File: src/rtl/dmem_arbiter_if.sv
// One requester port of the data-memory arbiter: request fields from the requester,
// and the grant and registered read response back to it.
interface dmem_arbiter_if #(
  parameter int ADDR_WIDTH = 8,
  parameter int DATA_WIDTH = 8
);
  logic                  req;
  logic                  we;
  logic [ADDR_WIDTH-1:0] addr;
  logic [DATA_WIDTH-1:0] wdata;
  logic                  gnt;
  logic                  rvalid;
  logic [DATA_WIDTH-1:0] rdata;

  modport master (
    output req, we, addr, wdata,
    input  gnt, rvalid, rdata
  );

  modport slave (
    input  req, we, addr, wdata,
    output gnt, rvalid, rdata
  );
endinterface

File: src/rtl/dmem_arbiter.sv
// CPU/DMA arbiter for the single-port data memory: fixed CPU priority with a bounded
// DMA starvation counter. Define DMEM_ARB_STATS_EN to build the contention counter.
module dmem_arbiter #(
  parameter int ADDR_WIDTH   = 8,
  parameter int DATA_WIDTH   = 8,
  parameter int STARVE_LIMIT = 4
) (
  input  logic                  clk,
  input  logic                  rst_n,
  dmem_arbiter_if.slave         cpu,
  dmem_arbiter_if.slave         dma,
  output logic                  mem_read,
  output logic                  mem_write,
  output logic [ADDR_WIDTH-1:0] mem_address,
  output logic [DATA_WIDTH-1:0] mem_write_data,
  input  logic [DATA_WIDTH-1:0] mem_read_data,
  output logic [15:0]           conflict_count
);

  localparam int               CNT_W = $clog2(STARVE_LIMIT + 1);
  localparam logic [CNT_W-1:0] LIMIT = CNT_W'(STARVE_LIMIT);

  typedef enum logic [1:0] {RSP_NONE, RSP_CPU, RSP_DMA} rsp_sel_t;

  logic [CNT_W-1:0]      starve_cnt;
  rsp_sel_t              rsp_sel;
  rsp_sel_t              rsp_next;
  logic                  cpu_gnt;
  logic                  dma_gnt;
  logic [DATA_WIDTH-1:0] cpu_rdata_q;
  logic [DATA_WIDTH-1:0] dma_rdata_q;

  // DMA wins when the CPU is idle or once it has been blocked STARVE_LIMIT cycles in a row.
  assign dma_gnt = dma.req & (~cpu.req | (starve_cnt == LIMIT));
  assign cpu_gnt = cpu.req & ~dma_gnt;

  assign cpu.gnt = cpu_gnt;
  assign dma.gnt = dma_gnt;

  always_comb begin
    // NOTE: every combinational output gets a default first, so no path can infer a latch.
    mem_read       = 1'b0;
    mem_write      = 1'b0;
    mem_address    = '0;
    mem_write_data = '0;
    if (dma_gnt) begin
      mem_read       = ~dma.we;
      mem_write      = dma.we;
      mem_address    = dma.addr;
      mem_write_data = dma.wdata;
    end else if (cpu_gnt) begin
      mem_read       = ~cpu.we;
      mem_write      = cpu.we;
      mem_address    = cpu.addr;
      mem_write_data = cpu.wdata;
    end
  end

  // A granted or withdrawn DMA request restarts the count; it cannot pass LIMIT because
  // at LIMIT a pending DMA request is always granted.
  always_ff @(posedge clk or negedge rst_n) begin
    // NOTE: sequential state uses non-blocking assignments so every register sees pre-edge values.
    if (!rst_n) begin
      starve_cnt <= '0;
    end else if (!dma.req || dma_gnt) begin
      starve_cnt <= '0;
    end else if (starve_cnt != LIMIT) begin
      starve_cnt <= starve_cnt + CNT_W'(1);
    end
  end

  always_comb begin
    rsp_next = RSP_NONE;
    if (dma_gnt && !dma.we) begin
      rsp_next = RSP_DMA;
    end else if (cpu_gnt && !cpu.we) begin
      rsp_next = RSP_CPU;
    end
  end

  always_ff @(posedge clk or negedge rst_n) begin
    // NOTE: these are two response registers, not a memory array, so they are reset to give clean rdata.
    if (!rst_n) begin
      rsp_sel     <= RSP_NONE;
      cpu_rdata_q <= '0;
      dma_rdata_q <= '0;
    end else begin
      rsp_sel <= rsp_next;
      if (rsp_next == RSP_CPU) cpu_rdata_q <= mem_read_data;
      if (rsp_next == RSP_DMA) dma_rdata_q <= mem_read_data;
    end
  end

  assign cpu.rvalid = (rsp_sel == RSP_CPU);
  assign dma.rvalid = (rsp_sel == RSP_DMA);
  assign cpu.rdata  = cpu_rdata_q;
  assign dma.rdata  = dma_rdata_q;

`ifdef DMEM_ARB_STATS_EN
  logic [15:0] conflict_q;

  always_ff @(posedge clk or negedge rst_n) begin
    if (!rst_n) begin
      conflict_q <= '0;
    end else if (cpu.req && dma.req && conflict_q != 16'hFFFF) begin
      conflict_q <= conflict_q + 16'd1;
    end
  end

  assign conflict_count = conflict_q;
`else
  assign conflict_count = 16'h0000;
`endif

endmodule

File: src/flat_wrapper.sv
// flat-port wrapper written by rule: the top's interface ports become plain ports
module dmem_arbiter_flat 
#(
  parameter int ADDR_WIDTH   = 8,
  parameter int DATA_WIDTH   = 8,
  parameter int STARVE_LIMIT = 4
)
  (clk, rst_n, mem_read, mem_write, mem_address, mem_write_data, mem_read_data, conflict_count, cpu_req, cpu_we, cpu_addr, cpu_wdata, cpu_gnt, cpu_rvalid, cpu_rdata, dma_req, dma_we, dma_addr, dma_wdata, dma_gnt, dma_rvalid, dma_rdata);
  dmem_arbiter_if #(.ADDR_WIDTH(ADDR_WIDTH), .DATA_WIDTH(DATA_WIDTH)) cpu_i ();
  dmem_arbiter_if #(.ADDR_WIDTH(ADDR_WIDTH), .DATA_WIDTH(DATA_WIDTH)) dma_i ();
  input  logic clk;
  input  logic rst_n;
  output logic mem_read;
  output logic mem_write;
  output logic [ADDR_WIDTH-1:0] mem_address;
  output logic [DATA_WIDTH-1:0] mem_write_data;
  input  logic [DATA_WIDTH-1:0] mem_read_data;
  output logic [15:0] conflict_count;
  input wire logic [$bits(cpu_i.req)-1:0] cpu_req;
  input wire logic [$bits(cpu_i.we)-1:0] cpu_we;
  input wire logic [$bits(cpu_i.addr)-1:0] cpu_addr;
  input wire logic [$bits(cpu_i.wdata)-1:0] cpu_wdata;
  output wire logic [$bits(cpu_i.gnt)-1:0] cpu_gnt;
  output wire logic [$bits(cpu_i.rvalid)-1:0] cpu_rvalid;
  output wire logic [$bits(cpu_i.rdata)-1:0] cpu_rdata;
  input wire logic [$bits(dma_i.req)-1:0] dma_req;
  input wire logic [$bits(dma_i.we)-1:0] dma_we;
  input wire logic [$bits(dma_i.addr)-1:0] dma_addr;
  input wire logic [$bits(dma_i.wdata)-1:0] dma_wdata;
  output wire logic [$bits(dma_i.gnt)-1:0] dma_gnt;
  output wire logic [$bits(dma_i.rvalid)-1:0] dma_rvalid;
  output wire logic [$bits(dma_i.rdata)-1:0] dma_rdata;
  assign cpu_i.req = cpu_req;
  assign cpu_i.we = cpu_we;
  assign cpu_i.addr = cpu_addr;
  assign cpu_i.wdata = cpu_wdata;
  assign cpu_gnt = cpu_i.gnt;
  assign cpu_rvalid = cpu_i.rvalid;
  assign cpu_rdata = cpu_i.rdata;
  assign dma_i.req = dma_req;
  assign dma_i.we = dma_we;
  assign dma_i.addr = dma_addr;
  assign dma_i.wdata = dma_wdata;
  assign dma_gnt = dma_i.gnt;
  assign dma_rvalid = dma_i.rvalid;
  assign dma_rdata = dma_i.rdata;
  dmem_arbiter #(.ADDR_WIDTH(ADDR_WIDTH), .DATA_WIDTH(DATA_WIDTH), .STARVE_LIMIT(STARVE_LIMIT)) u_core (.clk(clk), .rst_n(rst_n), .cpu(cpu_i), .dma(dma_i), .mem_read(mem_read), .mem_write(mem_write), .mem_address(mem_address), .mem_write_data(mem_write_data), .mem_read_data(mem_read_data), .conflict_count(conflict_count));
endmodule
File: config.mk
export PLATFORM = sky130hd
export DESIGN_NAME = dmem_arbiter_flat
export DESIGN_NICKNAME = d
export VERILOG_FILES = /design/src/rtl/dmem_arbiter_if.sv /design/src/rtl/dmem_arbiter.sv /design/src/flat_wrapper.sv
export SDC_FILE = /design/constraint.sdc
export NUM_CORES = 1
export LEC_CHECK = 0
export CELL_PAD_IN_SITES_DETAIL_PLACEMENT = 0
export CELL_PAD_IN_SITES_GLOBAL_PLACEMENT = 1
export CORE_UTILIZATION = 24
export DETAILED_ROUTE_END_ITERATION = 16
export PLACE_DENSITY_LB_ADDON = 0.1
export RECOVER_POWER = 100
export SETUP_SLACK_MARGIN = 0.05
export SLEW_MARGIN = 5
export SYNTH_ARGS = -nofsm -noshare
export SYNTH_HDL_FRONTEND = slang
export SYNTH_SLANG_ARGS = --single-unit
File: constraint.sdc
create_clock -name clk -period 2.6 [get_ports clk]
set_clock_uncertainty 0.15 [all_clocks]
set_input_delay 0.39 -clock clk [delete_from_list [all_inputs] [get_ports clk]]
set_output_delay 0.39 -clock clk [all_outputs]
set_load 0.02 [all_outputs]
==> impl.org <==
* Implementation run

** Finish
- Area growth from synthesis to final layout :: 69.2%
- Seq Cell Count :: 21
- Fillers :: approximately 480
- The number of multi-input combinational cells in the layout is 65.
- After the last flow step, the layout net total stands at 231.
- Final-layout clock-cell area share :: 2.28%
- Count of plain and timing-repair buffers :: 89
- Area used by multi-input combinational logic :: around 530 µm²
- Among logic cells in the layout, the one with the most instances is sky130_fd_sc_hd__clkdlybuf4s50_1.
- Ratio of cells with drive above 1 in the final layout :: between 10% and 20%

** Synthesis
- The synthesized design contains 0 enable-type register cells.
- Sorting the synthesized cells by area gives the leading types as sky130_fd_sc_hd__dfrtp_1 (44%), sky130_fd_sc_hd__mux2_2 (14%), sky130_fd_sc_hd__buf_4 (10%).
- Netlist area before placement :: around 0.0012 mm²
- Ys flop type :: sky130_fd_sc_hd__dfrtp_1
- Average footprint of a synthesized cell :: 12.6 µm²
- Library cell occupying the most area in the post-synthesis netlist :: sky130_fd_sc_hd__dfrtp_1
- YS chip area :: 0.00120 mm²
- Cells in synth_stat.txt :: approximately 95
- Largest family of logic cells by area :: buffers and inverters
- For reference, the top cells by count after synthesis are sky130_fd_sc_hd__dfrtp_1 (21), sky130_fd_sc_hd__buf_4 (16), sky130_fd_sc_hd__mux2_2 (15), sky130_fd_sc_hd__a22o_1 (9), sky130_fd_sc_hd__a22o_2 (8).
- Dominant cell area share :: 43.8%
- Of all flip-flops after synthesis, the portion carrying an async set or reset was 100%.

** Clock tree
- The root buffer cell chosen for the clock tree is sky130_fd_sc_hd__clkbuf_8.
- Per the CTS log, the buffer count on the longest clock path is 2.
- Clock-pin slew of the registers on the worst-case setup and hold paths :: around 0.070 ns
- Max H-tree Level :: 1
- The CTS report gives the tree buffer count as 3.
- The skew report gives the latency at the later pin of the worst-skew pair as 0.26 ns.

** Detailed routing
- DR iter-0 viols :: 12
- Per the detail_route log, met3 wirelength is 366 µm.
- Topmost layer with routed signal wires :: met4
- Routed WL per cell :: 13.0 µm
- For this run, the detailed router's first-pass iteration total came to 2.
- Post-DRT Antenna Nets :: 0

** Power
- Static leakage :: approximately 0.94 nW
- Clk. pwr :: 0.000212 W
- In the power breakdown, the internal column shows 0.000675 W.

** Critical path
- Endpoint arrival time on the critical path :: 1.91 ns
- In this design, the stage delay of the slowest critical-path cell is 0.52 ns.
- STA classifies the critical path endpoint as a primary output.
- STA reports a reg2reg setup slack of 0.42 ns.
- Cell type group with the largest total delay on the critical path :: buffers and inverters
- The worst register-to-register path has a depth of 7.
- OpenSTA lists the critical path startpoint as cpu_req.
- Looking at the setup timing report, the critical path kind is primary input to primary output.

** GRT
- For met2 alone, demand over resource in global routing was between 20% and 30%.
- The total overflow left after global routing is 0.
- Routing resource usage on met1 recorded by global route was between 10% and 20%.

** Min path
- Path type of the worst min-delay path :: register to register
- Hold EP :: u_core.starve_cnt[0]
- Number of cells on the worst hold path :: 1
- Hold wc startpoint :: u_core.starve_cnt[0]

** Timing
- Final setup vio count :: 0
- Looking at the max-slew report, the worst-margin pin has a slew of 1.10 ns.
- Per the final report, max-transition violations number 0.
- Max-slew headroom at the worst pin :: between 20% and 30%
- Timing-limited maximum frequency :: around 400 MHz

** Placement
- The HPWL after detailed placement is 2.59 mm.
- Per the detailed placement report, the placed cell area equals ~0.0020 mm².
- Worst setup timing slack at the placement stage :: -0.0952 ns
- Per the placement log, port buffering inserted just over 80 buffers.
- GPL Wtd Cong :: between 0.6 and 0.7
- Cell count after placement :: ~250

** Flow run
- Count of max-cap constraint violations :: 0

** Die
- around 100 I/O pins were placed.

** Run status
- The flow ran to the end, and the final reports show no timing, DRC or antenna violations.
==> images/power_grid.png <==
Drawn at 4 px/µm. Pins as bars on the die edge.
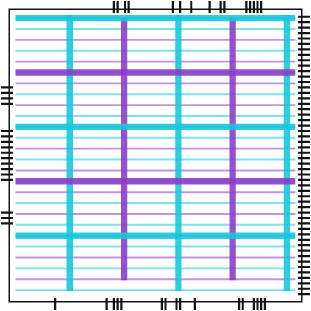
VSS: drawn in cyan. VDD: drawn in purple.
100 signal pins sit on the boundary. 26 met1 rails follow the rows. 5 straps on met5. 5 straps on met4.
Worst VDD drop: 0.000299 V
Core Area: 0.00475 mm²
die extent in x: 72.7 µm
height of the chip: 72.7 µm

==> images/placement_by_type.png <==
Drawn at 6 px/µm. Fill, decap, tap and diode cells in grey.
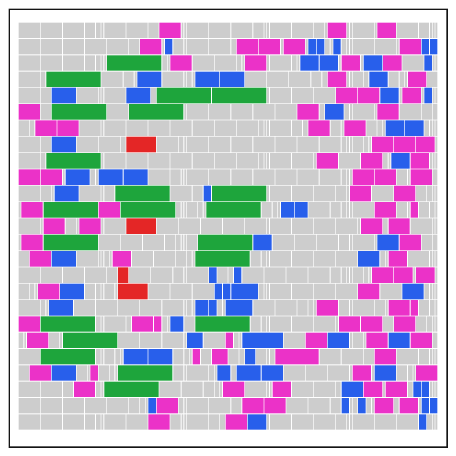
flops: drawn in green, cells 21, share of their area 27%. combinational and other logic: drawn in blue, cells 68, share of their area 28%. clock drivers and dummy loads: drawn in red, cells 4, share of their area 2.4%. other buffers and delay cells: drawn in magenta, cells 89, share of their area 43%.
sequential fraction of total cell area: 25.9%
Non-Filler Cell Area, Final: 0.00203 mm²
share of the core filled with cells in the final layout: 42.7%

==> images/flops_by_reg.png <==
Drawn at 6 px/µm. Other sequential cells in the stronger grey, the rest of the logic in the fainter grey.
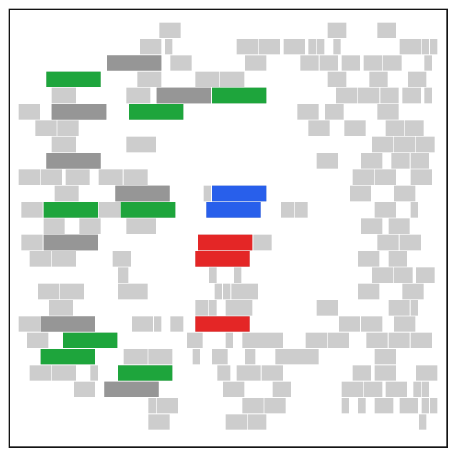
`u_core.rsp_sel`: drawn in blue, sequential cells 2. `u_core.cpu.rdata`: drawn in green, sequential cells 8. `u_core.starve_cnt`: drawn in red, sequential cells 3.
Another 8 sequential cells are not coloured.

Power and IR drop assume default switching activity.
